===== src/rtl/yags_update_scheduler.sv =====
// Write-side sequencer for the YAGS direction PHT: queues resolved branches, issues one per cycle, sweeps the tag store clear.
// Optional macro YAGS_UPD_COALESCE_EN merges a record into a matching tail entry instead of enqueuing it.
module yags_update_scheduler #(
  parameter int PC_SIZE  = 10,
  parameter int GHR_SIZE = 10,
  parameter int DEPTH    = 64,
  parameter int QDEPTH   = 4
) (
  input  logic                        clk,
  input  logic                        rst_n,
  input  logic                        res_valid,
  output logic                        res_ready,
  input  logic [PC_SIZE-1:0]          res_pc,
  input  logic [GHR_SIZE-1:0]         res_history,
  input  logic                        res_mispredict,
  input  logic [1:0]                  res_outcome,
  input  logic                        flush,
  input  logic                        hold,
  output logic                        pht_update,
  output logic                        pht_miss_predict,
  output logic [PC_SIZE-1:0]          pht_address,
  output logic [GHR_SIZE-1:0]         pht_history,
  output logic [1:0]                  pht_actual_prediction,
  output logic                        pht_clear,
  output logic [$clog2(DEPTH)-1:0]    pht_clear_index,
  output logic                        init_done,
  output logic [$clog2(QDEPTH):0]     occupancy
);

  localparam int IW = $clog2(DEPTH);
  localparam int PW = $clog2(QDEPTH);
  localparam int OW = PW + 1;

  typedef enum logic [1:0] {INIT, RUN, DRAIN} state_t;

  state_t state, state_next;

  logic [PC_SIZE-1:0]  q_pc   [QDEPTH];
  logic [GHR_SIZE-1:0] q_hist [QDEPTH];
  logic                q_mp   [QDEPTH];
  logic [1:0]          q_out  [QDEPTH];
  logic [PW-1:0]       rd_ptr, wr_ptr;

  logic pop, accept, merge, push, sweep_last;

  assign res_ready  = (state == RUN) && (occupancy < OW'(QDEPTH));
  assign accept     = res_valid && res_ready && !flush;
  assign pop        = (state == RUN) && !flush && !hold && (occupancy != '0);
  assign sweep_last = pht_clear && (pht_clear_index == IW'(DEPTH - 1));

`ifdef YAGS_UPD_COALESCE_EN
  logic [PW-1:0] tail_ptr;
  assign tail_ptr = wr_ptr - PW'(1);
  // The tail may only absorb a record if it is not simultaneously leaving as the head.
  assign merge = accept && (occupancy != '0) && !(pop && occupancy == OW'(1)) &&
                 (q_pc[tail_ptr] == res_pc) && (q_hist[tail_ptr] == res_history);
`else
  assign merge = 1'b0;
`endif
  assign push = accept && !merge;

  always_ff @(posedge clk or negedge rst_n) begin
    if (!rst_n) state <= INIT;
    else        state <= state_next;
  end

  always_comb begin
    state_next = state;
    case (state)
      INIT:    if (!flush && sweep_last) state_next = RUN;
      RUN:     if (flush) state_next = DRAIN;
      DRAIN:   state_next = INIT;
      default: state_next = INIT;
    endcase
  end

  // Clear sweep: the first pulse carries index 0, init_done follows the pulse for the last block.
  always_ff @(posedge clk or negedge rst_n) begin
    if (!rst_n) begin
      pht_clear       <= 1'b0;
      pht_clear_index <= '0;
      init_done       <= 1'b0;
    end else begin
      case (state)
        INIT: begin
          if (flush) begin
            pht_clear       <= 1'b0;
            pht_clear_index <= '0;
          end else if (!pht_clear) begin
            pht_clear       <= 1'b1;
            pht_clear_index <= '0;
          end else if (sweep_last) begin
            pht_clear <= 1'b0;
            init_done <= 1'b1;
          end else begin
            pht_clear_index <= pht_clear_index + IW'(1);
          end
        end
        RUN: begin
          pht_clear <= 1'b0;
          if (flush) init_done <= 1'b0;
        end
        default: begin
          pht_clear       <= 1'b0;
          pht_clear_index <= '0;
          init_done       <= 1'b0;
        end
      endcase
    end
  end

  always_ff @(posedge clk or negedge rst_n) begin
    if (!rst_n) begin
      rd_ptr    <= '0;
      wr_ptr    <= '0;
      occupancy <= '0;
    end else if ((state == RUN && flush) || state == DRAIN) begin
      rd_ptr    <= '0;
      wr_ptr    <= '0;
      occupancy <= '0;
    end else begin
      if (push) wr_ptr <= wr_ptr + PW'(1);
      if (pop)  rd_ptr <= rd_ptr + PW'(1);
      case ({push, pop})
        2'b10:   occupancy <= occupancy + OW'(1);
        2'b01:   occupancy <= occupancy - OW'(1);
        default: occupancy <= occupancy;
      endcase
    end
  end

  // Entry storage needs no reset: occupancy alone decides which entries are live.
  always_ff @(posedge clk) begin
    if (push) begin
      q_pc[wr_ptr]   <= res_pc;
      q_hist[wr_ptr] <= res_history;
      q_mp[wr_ptr]   <= res_mispredict;
      q_out[wr_ptr]  <= res_outcome;
    end
`ifdef YAGS_UPD_COALESCE_EN
    else if (merge) begin
      q_out[tail_ptr] <= res_outcome;
      q_mp[tail_ptr]  <= q_mp[tail_ptr] | res_mispredict;
    end
`endif
  end

  always_ff @(posedge clk or negedge rst_n) begin
    if (!rst_n) begin
      pht_update            <= 1'b0;
      pht_miss_predict      <= 1'b0;
      pht_address           <= '0;
      pht_history           <= '0;
      pht_actual_prediction <= '0;
    end else begin
      pht_update <= pop;
      if (pop) begin
        pht_miss_predict      <= q_mp[rd_ptr];
        pht_address           <= q_pc[rd_ptr];
        pht_history           <= q_hist[rd_ptr];
        pht_actual_prediction <= q_out[rd_ptr];
      end
    end
  end

endmodule


===== config.mk =====
export PLATFORM = sky130hd
export DESIGN_NAME = yags_update_scheduler
export DESIGN_NICKNAME = d
export VERILOG_FILES = /design/src/rtl/yags_update_scheduler.sv
export SDC_FILE = /design/constraint.sdc
export NUM_CORES = 1
export LEC_CHECK = 0
export CAP_MARGIN = 30
export CELL_PAD_IN_SITES_DETAIL_PLACEMENT = 1
export CELL_PAD_IN_SITES_GLOBAL_PLACEMENT = 1
export CORE_MARGIN = 2
export CORE_UTILIZATION = 53
export CTS_BUF_LIST = sky130_fd_sc_hd__clkbuf_4 sky130_fd_sc_hd__clkbuf_8
export DETAILED_ROUTE_END_ITERATION = 10
export GPL_TIMING_DRIVEN = 0
export HOLD_SLACK_MARGIN = 0.03
export PLACE_DENSITY = 0.95
export SLEW_MARGIN = 40
export SYNTH_ARGS = -nofsm -noshare
export SYNTH_HDL_FRONTEND = slang
export SYNTH_SLANG_ARGS = --single-unit

===== constraint.sdc =====
create_clock -name clk -period 6.41 [get_ports clk]
set_input_delay 0.641 -clock clk [delete_from_list [all_inputs] [get_ports clk]]
set_output_delay 0.641 -clock clk [all_outputs]
set_load 0.02 [all_outputs]

==> impl_metrics.tcl, run 1 <==
# metrics dict for downstream scripts
set metrics [dict create \
    tritoncts "yes" \
    rsz0062_at_grt "false" \
    crit_fanout 9 \
    drc 0 \
    setup_violations 0 \
    gp_congestion 0.8356 \
    fp_nets 296 \
    met2_length_um 6622 \
    tightest_slew_ns 0.7079 \
    grt_pass1_vias 3137 \
    cts_resized 0 \
    fin_nets 378 \
    setup_tns_ns 0 \
    clock.fmax_mhz 392.0 \
    intPower_uw 1368 \
    p_sw_share_pct 23.44 \
    ys_cells 262 \
    num_vias 2771 \
    clk_pin_slew_worst_paths_ns 0.08 \
    timing.critical_path.arrival_ns 1.91 \
    worstSetupPathType "register to output port" \
    numSynthFlops 133 \
    ys_seq_share_pct 73.58 \
    grt_pass1_wl_um 18490 \
    rr_worst_depth 4 \
    cts_made_buffers 17 \
    slew_headroom_pct 52.81 \
    period_needed_ns 2.551 \
    hold_viol 0 \
    ys_types 37 \
    clockRootBuffer "clkbuf_8" \
    async_reset_ff_share_pct 30.83 \
    drt_iter0_drc 132 \
    r2r_end "q_hist[1][2]" \
    cts_htree_levels 4 \
    dp_hpwl_um 7783 \
    cp-end-kind "output port" \
    finalClockPeriodUsage_pct 39.80 \
    drive_gt1_share_pct 27.45 \
    cts_buffer_depth 2 \
    yosysWarnings 0 \
    yosys-stat-area_sq_um 5149 \
    fp_util_pct 55.20 \
    combPwrFrac_pct 8.2 \
    outcome "complete, no violations" \
    power_density_nw_per_um2 281.4 \
    slew_viol_final 0 \
    cts.sinks 133 \
    area_growth_pct 23.33 \
    synth-edff-count 92 \
    antenna_found_initial 0 \
    route.met3.wl_um 406 \
    rows 35 \
    postCtsHoldBufs 0 \
    dieArea_sq_um 10520 \
    utilization_pct 68.08 \
    grt-ovfl-total 0 \
    syn_inst 262 \
    p_switching_uw 418.9 \
    wl_met1_um 4657 \
    dr.pass1.iters 5 \
    power_frac_seq_pct 53.2 \
    syn_area_sq_um 5149 \
    min_path_type "input pin to async pin" \
    syn_avg_cell_area_sq_um 19.65 \
    fin_cells 486 \
    tool_warnings 29 \
    port-buffer-count 62 \
    ant_nets 0 \
    grt_max_degree 33 \
    vias_per_cell 5.702 \
    diodes 0 \
    cts_setup_buffers 0 \
    top_layer "met4" \
    p_leak_uw 0.002280 \
    io_pins 64 \
    r2r_setup_slack_ns 4.03 \
    placedCellCount 454 \
    grt_usage_pct 25.44 \
    maxCapViolations 0 \
    flop_cell "edfxtp_1" \
    required_ns 5.77 \
    reg2reg_from "state[1]" \
    start_kind "register" \
]
-- run 1: per-layer routing --
layer,up-vias,GRT usage (%)
met4,0,9.128
met1,1473,30.35
met5,-,0
met3,20,5.831
li1,1194,-
met2,84,45.50
-- run 1: state kept, by name, indices dropped and copies added (netlist names), 3 cells and up --
name and count:
q_out 8, occupancy 3, q_pc 40, pht_history 10
q_hist 40, pht_address 10, pht_clear_index 6, q_mp 4
-- run 1: logic make-up (layout without fill, tap and decap cells) --
kind of cell	count (synthesis)	after routing	synth area share (%)
AND/OR/NAND/NOR	37	37	4.325
flip-flops	133	133	73.58
AND-OR/OR-AND	13	13	1.847
multiplexers	52	52	16.35
adder cells (fa/ha/maj)	6	6	1.604
XOR/XNOR	5	5	0.8505
buffers and inverters	16	111	1.434
-- run 1: placed cells by master (no fill, tap or decap), drive strengths merged, types with 2 or more instances in the layout --
cell and n:
mux2i 2, nor4 2, dfrtp 41, edfxtp 92
nor3 3, nor2 12, nand2 4, a21oi 3
bufinv 2, clkinvlp 4, buf 10, clkdlybuf4s50 61
clkinv 7, nor4b 2, a31oi 2, clkbuf 22
nand3 3, xnor2 5, inv 5, mux2 27
ha 5, and2 4, nand2b 3, a22o 2
mux4 23
-- run 1: Yosys cell counts, types with 2 or more instances --
cell type  instances  area share [%]
mux2i_1            2            0.39
nand2_1            4            0.29
clkbuf_1           3            0.22
nand2b_1           2            0.24
xnor2_1            5            0.85
nor3_1             3            0.29
nor2_1            12            0.87
buf_4              2            0.29
ha_1               5             1.2
nand3_1            3            0.29
and2_1             4            0.49
dfrtp_1           41              20
buf_2              5            0.49
a22o_1             2            0.34
a31oi_1            2            0.24
edfxtp_1          92              54
a21oi_1            3            0.29
inv_1              5            0.36
mux4_2            23              10
mux2_2            27             5.9
-- run 1: final cells by class --
cell class	instances	area, sq um
Clock inverter	13	135.1
Timing Repair Buffer	63	638.1
Multi-Input combinational cell	113	1297
Tap cell	129	161.4
Inverter	5	18.77
Buffer	11	55.05
Clock buffer	19	255.2
Sequential cell	133	3789
Fill cell	802	2978
-- run 1: how the worst max path moves through the flow --
stage,from,to,cells past startpoint
floorplan,flush,occupancy[1],6
global placement,res_valid,q_hist[0][0],3
detailed placement,hold,occupancy[1],6
CTS,state[1],res_ready,4
global route,state[1],res_ready,4
finish,state[1],res_ready,4
-- run 1: critical path, stage by stage, from the launching register on --
cell             delay [ns]
dfrtp_1                0.37
buf_2                  0.17
nand2b_4               0.18
nor2_1                 0.14
clkdlybuf4s50_1        0.62
-- run 1: power by group through the flow --
stage	registers [uW]	logic (uW)	clock network, uW
detailed placement	968	146	0
global placement	966	136	0
finish	950	147	691
floorplan	981	57.9	0
global route	952	159	733
CTS	950	149	701
-- run 1: metrics by stage --
| stage | worst slack (ns) | area, sq um | hold slack [ns] | power (uW) |
|---|---|---|---|---|
| after floorplan | 4.041 | 5149 | 0.3454 | 1039 |
| after global placement | 3.411 | 5931 | 0.4886 | 1102 |
| after detailed placement | 3.633 | 5959 | 0.4949 | 1115 |
| after CTS | 3.852 | 6350 | 0.03609 | 1801 |
| final | 3.859 | 6350 | 0.03987 | 1787 |
| after global routing | 3.793 | 6350 | 0.03237 | 1844 |
Figure 1. Clock wires, drivers and flops (run 1).
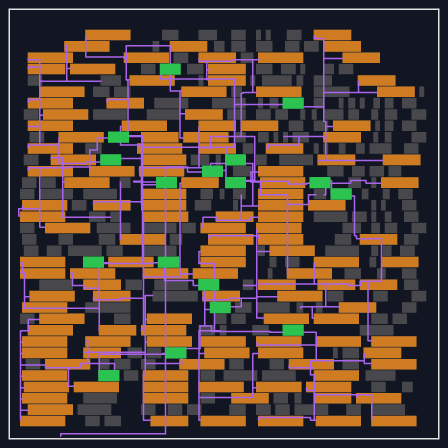
Key: purple = clock wires [length 1620 um]; green = cells driving clock nets [count 17]; orange = flip-flops [count 133]
There are 18 routed clock nets. Position of the flops: widely spread.
clk latency late pin: 0.44 ns
P_clk: 691 uW
clock power share: 38.6%
Final Skew: 0.01095 ns

Figure 2. Metal layers overlaid (run 1).
Bar = 20 um. Only two layers are drawn.
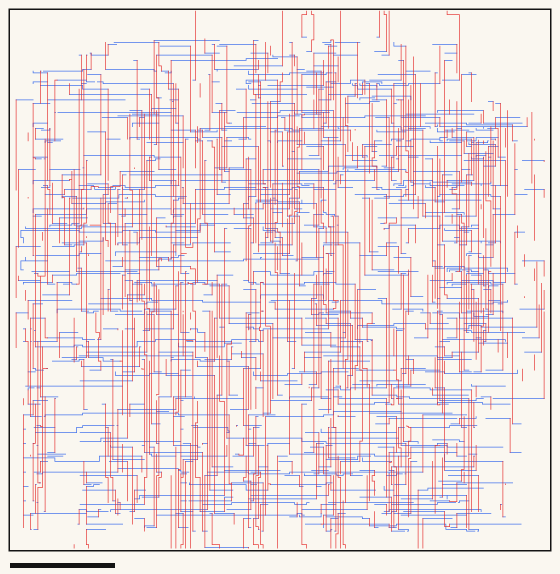
Key: red = met2 [wire length 6620 um]; blue = met1 [wire length 4660 um]
final WL: 11900 um
post-DR wirelength/cell: 24.49 um

Figure 3. Supply network (run 1).
Bar = 20 um. Pins as bars on the die edge. Tap cells in gray.
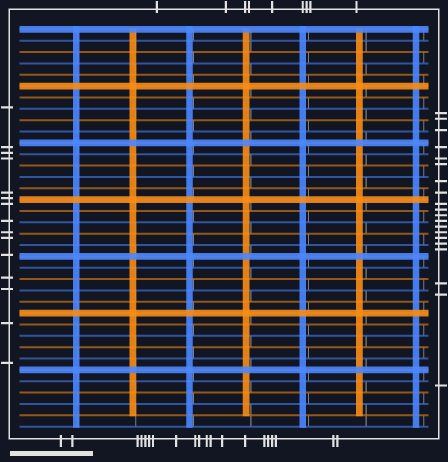
Key: orange = VDD; blue = VSS
7 straps on met5. 7 straps on met4. 129 tap cells. 36 met1 rails follow the rows. The core has 35 rows.
DIE WIDTH: 102.6 um
peak supply drop: 0.0001854 V
die height: 102.6 um
Core Region: 9328 sq um

==> run 2, diff against run 1 <==
Settings changed: CORE_UTILIZATION 53 to 44, PLACE_DENSITY 0.95 to 0.85.
Clock period 6.41 ns to 2.3 ns, I/O delays scaled along.
==> run 2 against run 1 <==
Net effect:
- hold slack improved by 0.16 ns
- first-iteration DRC count up 30%
- worst setup slack got worse by 3.7 ns
- non-clock buffer count increased by 5
- sequential power grew to 2.8 times the previous value
- sequential cell count unchanged
- clock-buffer cell count rose by 4
- via count decreased by 3.4%
- core utilization decreased by 11 points
- critical endpoint is now occupancy[1]
- largest power group unchanged
==> impl_metrics.tcl, run 2 <==
# metrics dict for downstream scripts
set metrics [dict create \
    outcome "complete, no violations" \
    drive_gt1_share_pct 28.73 \
    ant_nets 0 \
    worstSetupPathType "register to register" \
    start_kind "register" \
    syn_inst 262 \
    p_switching_uw 1110 \
    tightest_slew_ns 0.7516 \
    required_ns 2.63 \
    slew_headroom_pct 49.89 \
    critPathMaxStageDelay_ns 0.43 \
    slowest_stage "fa_1" \
    placedCellCount 468 \
    gp_congestion 0.7624 \
    hold_viol 0 \
    synthTopCellsByCount "92 x edfxtp_1, 41 x dfrtp_1, 27 x mux2_2" \
    cts_buffer_depth 2 \
    yosys-stat-area_sq_um 5149 \
    cts_made_buffers 17 \
    tool_warnings 30 \
    port-buffer-count 62 \
    crit_fanout 9 \
    drc 0 \
    grt_pass1_wl_um 16740 \
    dpl_worst_slack_ns -0.09428 \
    finalClockPeriodUsage_pct 92.56 \
    area_growth_pct 25.78 \
    comb_area_sq_um 1309 \
    combPwrFrac_pct 7.7 \
    ys_types 37 \
    dr.pass1.iters 4 \
    setup_tns_ns 0 \
    period_needed_ns 2.129 \
    rows 39 \
    worstPathCellList "buf_2, nand2b_4, nor4_4, buf_4, nor2b_2, fa_1, mux2_2" \
    dieArea_sq_um 12580 \
    syn_avg_cell_area_sq_um 19.65 \
    cp-end-kind "register" \
    fin_nets 383 \
    final.fill_count 1046 \
    synth-edff-count 92 \
    tritoncts "yes" \
    yosysWarnings 0 \
    intPower_uw 4118 \
    fp_nets 296 \
    synth.top_cell.area_share_pct 53.66 \
    min_path_type "input pin to async pin" \
    antenna_found_initial 0 \
    power_frac_seq_pct 50.6 \
    num_vias 2676 \
    r2r_end "occupancy[1]" \
    yosysTopAreaCell "edfxtp_1" \
    maxCapViolations 0 \
    reg2reg_from "state[1]" \
    grt_pass1_vias 2939 \
    timing.critical_path.arrival_ns 2.46 \
    wl_per_cell_um 21.03 \
    p_sw_share_pct 21.23 \
    utilization_pct 56.72 \
    top_regs "q_hist x40, q_pc x40" \
    power_density_nw_per_um2 807.2 \
    clockRootBuffer "clkbuf_8" \
    worst_slack_ns 0.1712 \
    vias_per_cell 5.299 \
    clk_pin_slew_worst_paths_ns 0.08 \
    syn_area_sq_um 5149 \
    grt-ovfl-total 0 \
    grt_usage_pct 18.11 \
    rr_worst_depth 7 \
    top_cell "edfxtp_1" \
    fin_cells 505 \
    layout_top_cells "92 x edfxtp_1, 61 x clkdlybuf4s50_1, 41 x dfrtp_1" \
    routed_wl_um 10620 \
    lay_top_count "edfxtp_1" \
    io_pins 64 \
    dp_hpwl_um 6823 \
    rsz0062_at_grt "false" \
    clk_latency_ns 0.44 \
    grt_max_degree 27 \
    slew_viol_final 0 \
    setup_violations 0 \
    numSynthFlops 133 \
    ys_seq_share_pct 73.58 \
    ys_cells 262 \
    cts_htree_levels 4 \
]
## run 2: final cells by class
| type | count | area share [%] |
|---|---|---|
| clock buffer | 23 | 4.598 |
| sequential | 133 | 58.50 |
| clock inverter | 9 | 2.318 |
| timing repair buffer | 68 | 10.47 |
| multi-input combinational | 113 | 20.21 |
| inverter | 5 | 0.2898 |
| tap | 143 | 2.763 |
| buffer | 11 | 0.8501 |
## run 2: through the flow
step | power [uW] | cell area, sq um | hold WS (ns)
2_1_floorplan | 2896 | 5149 | -0.06559
3_3_place_gp | 3072 | 5948 | 0.4901
3_5_place_dp | 3102 | 5977 | 0.1228
4_1_cts | 5267 | 6442 | 0.1995
5_1_grt | 5395 | 6476 | 0.2086
6_report | 5227 | 6476 | 0.1979
## run 2: worst max-delay path, delay by kind of cell, from the launching register on
family	cells	cell delay (ns)
buf+inv	2	0.33
mux	1	0.27
fa+ha+maj	1	0.43
flops	1	0.35
simple gates	3	0.63
## run 2: timing repair
action | CTS | global route
pin swaps | 0 | 1
buffers inserted | 1 | 3
resized | 0 | 2
setup endpoints to repair | 93 | 94
hold buffers | 1 | 0
hold endpoints to repair | 41 | 0
## run 2: cell families after synthesis
logic type | Yosys count | share of synthesized area, %
AND-OR/OR-AND | 13 | 1.847
XOR/XNOR | 5 | 0.8505
adder cells (fa/ha/maj) | 6 | 1.604
buffers and inverters | 16 | 1.434
flip-flops | 133 | 73.58
multiplexers | 52 | 16.35
AND/OR/NAND/NOR | 37 | 4.325
## run 2: power by group through the flow
| stage | registers, uW | clock network [uW] | logic [uW] |
|---|---|---|---|
| finish | 2650 | 2180 | 405 |
| global route | 2650 | 2310 | 438 |
| CTS | 2650 | 2210 | 410 |
| detailed placement | 2700 | 0 | 405 |
| global placement | 2690 | 0 | 379 |
| floorplan | 2730 | 0 | 161 |
## run 2: layer usage
metal,track usage [%],part of all wire [%],vias up
met5,0,0,-
met4,6.992,1.8,0
met3,4.698,4.1,16
met2,31.73,54,76
met1,21.56,40,1387
li1,-,-,1197
## run 2: how the worst max path moves through the flow
stage | startpoint | endpoint | depth (start not counted)
2_1_floorplan | state[1] | q_hist[0][0] | 4
3_3_place_gp | state[1] | q_pc[0][6] | 4
3_5_place_dp | hold | occupancy[1] | 6
4_1_cts | state[1] | q_hist[1][6] | 4
5_1_grt | state[1] | q_out[2][0] | 5
6_report | state[1] | occupancy[1] | 7
Figure 4. Supply network (run 2).
Bar = 20 um. Pins as bars on the die edge. Tap cells in gray.
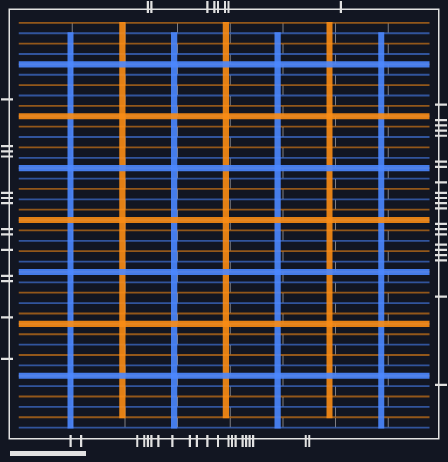
Key: blue = VSS; orange = VDD
The core has 39 rows. 7 straps on met5. 143 tap cells.
DIE WIDTH: 112.2 um
peak supply drop: 0.0004374 V
die height: 112.2 um
Core Region: 11420 sq um

Figure 5. Clock wires, drivers and flops (run 2).
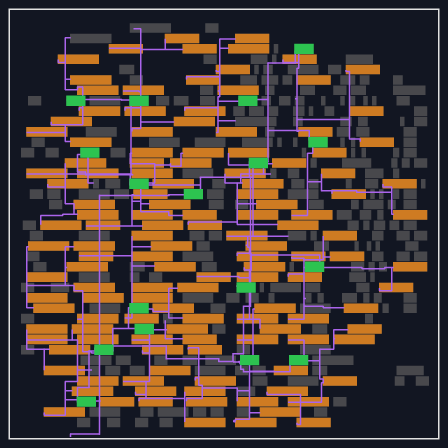
Key: orange = flip-flops [count 133]; purple = clock wires [length 1620 um]; green = cells driving clock nets [count 17]
There are 18 routed clock nets. Position of the flops: widely spread.
Final Skew: 0.007286 ns
clock power share: 41.6%

Power is estimated from default activity; no workload was simulated.
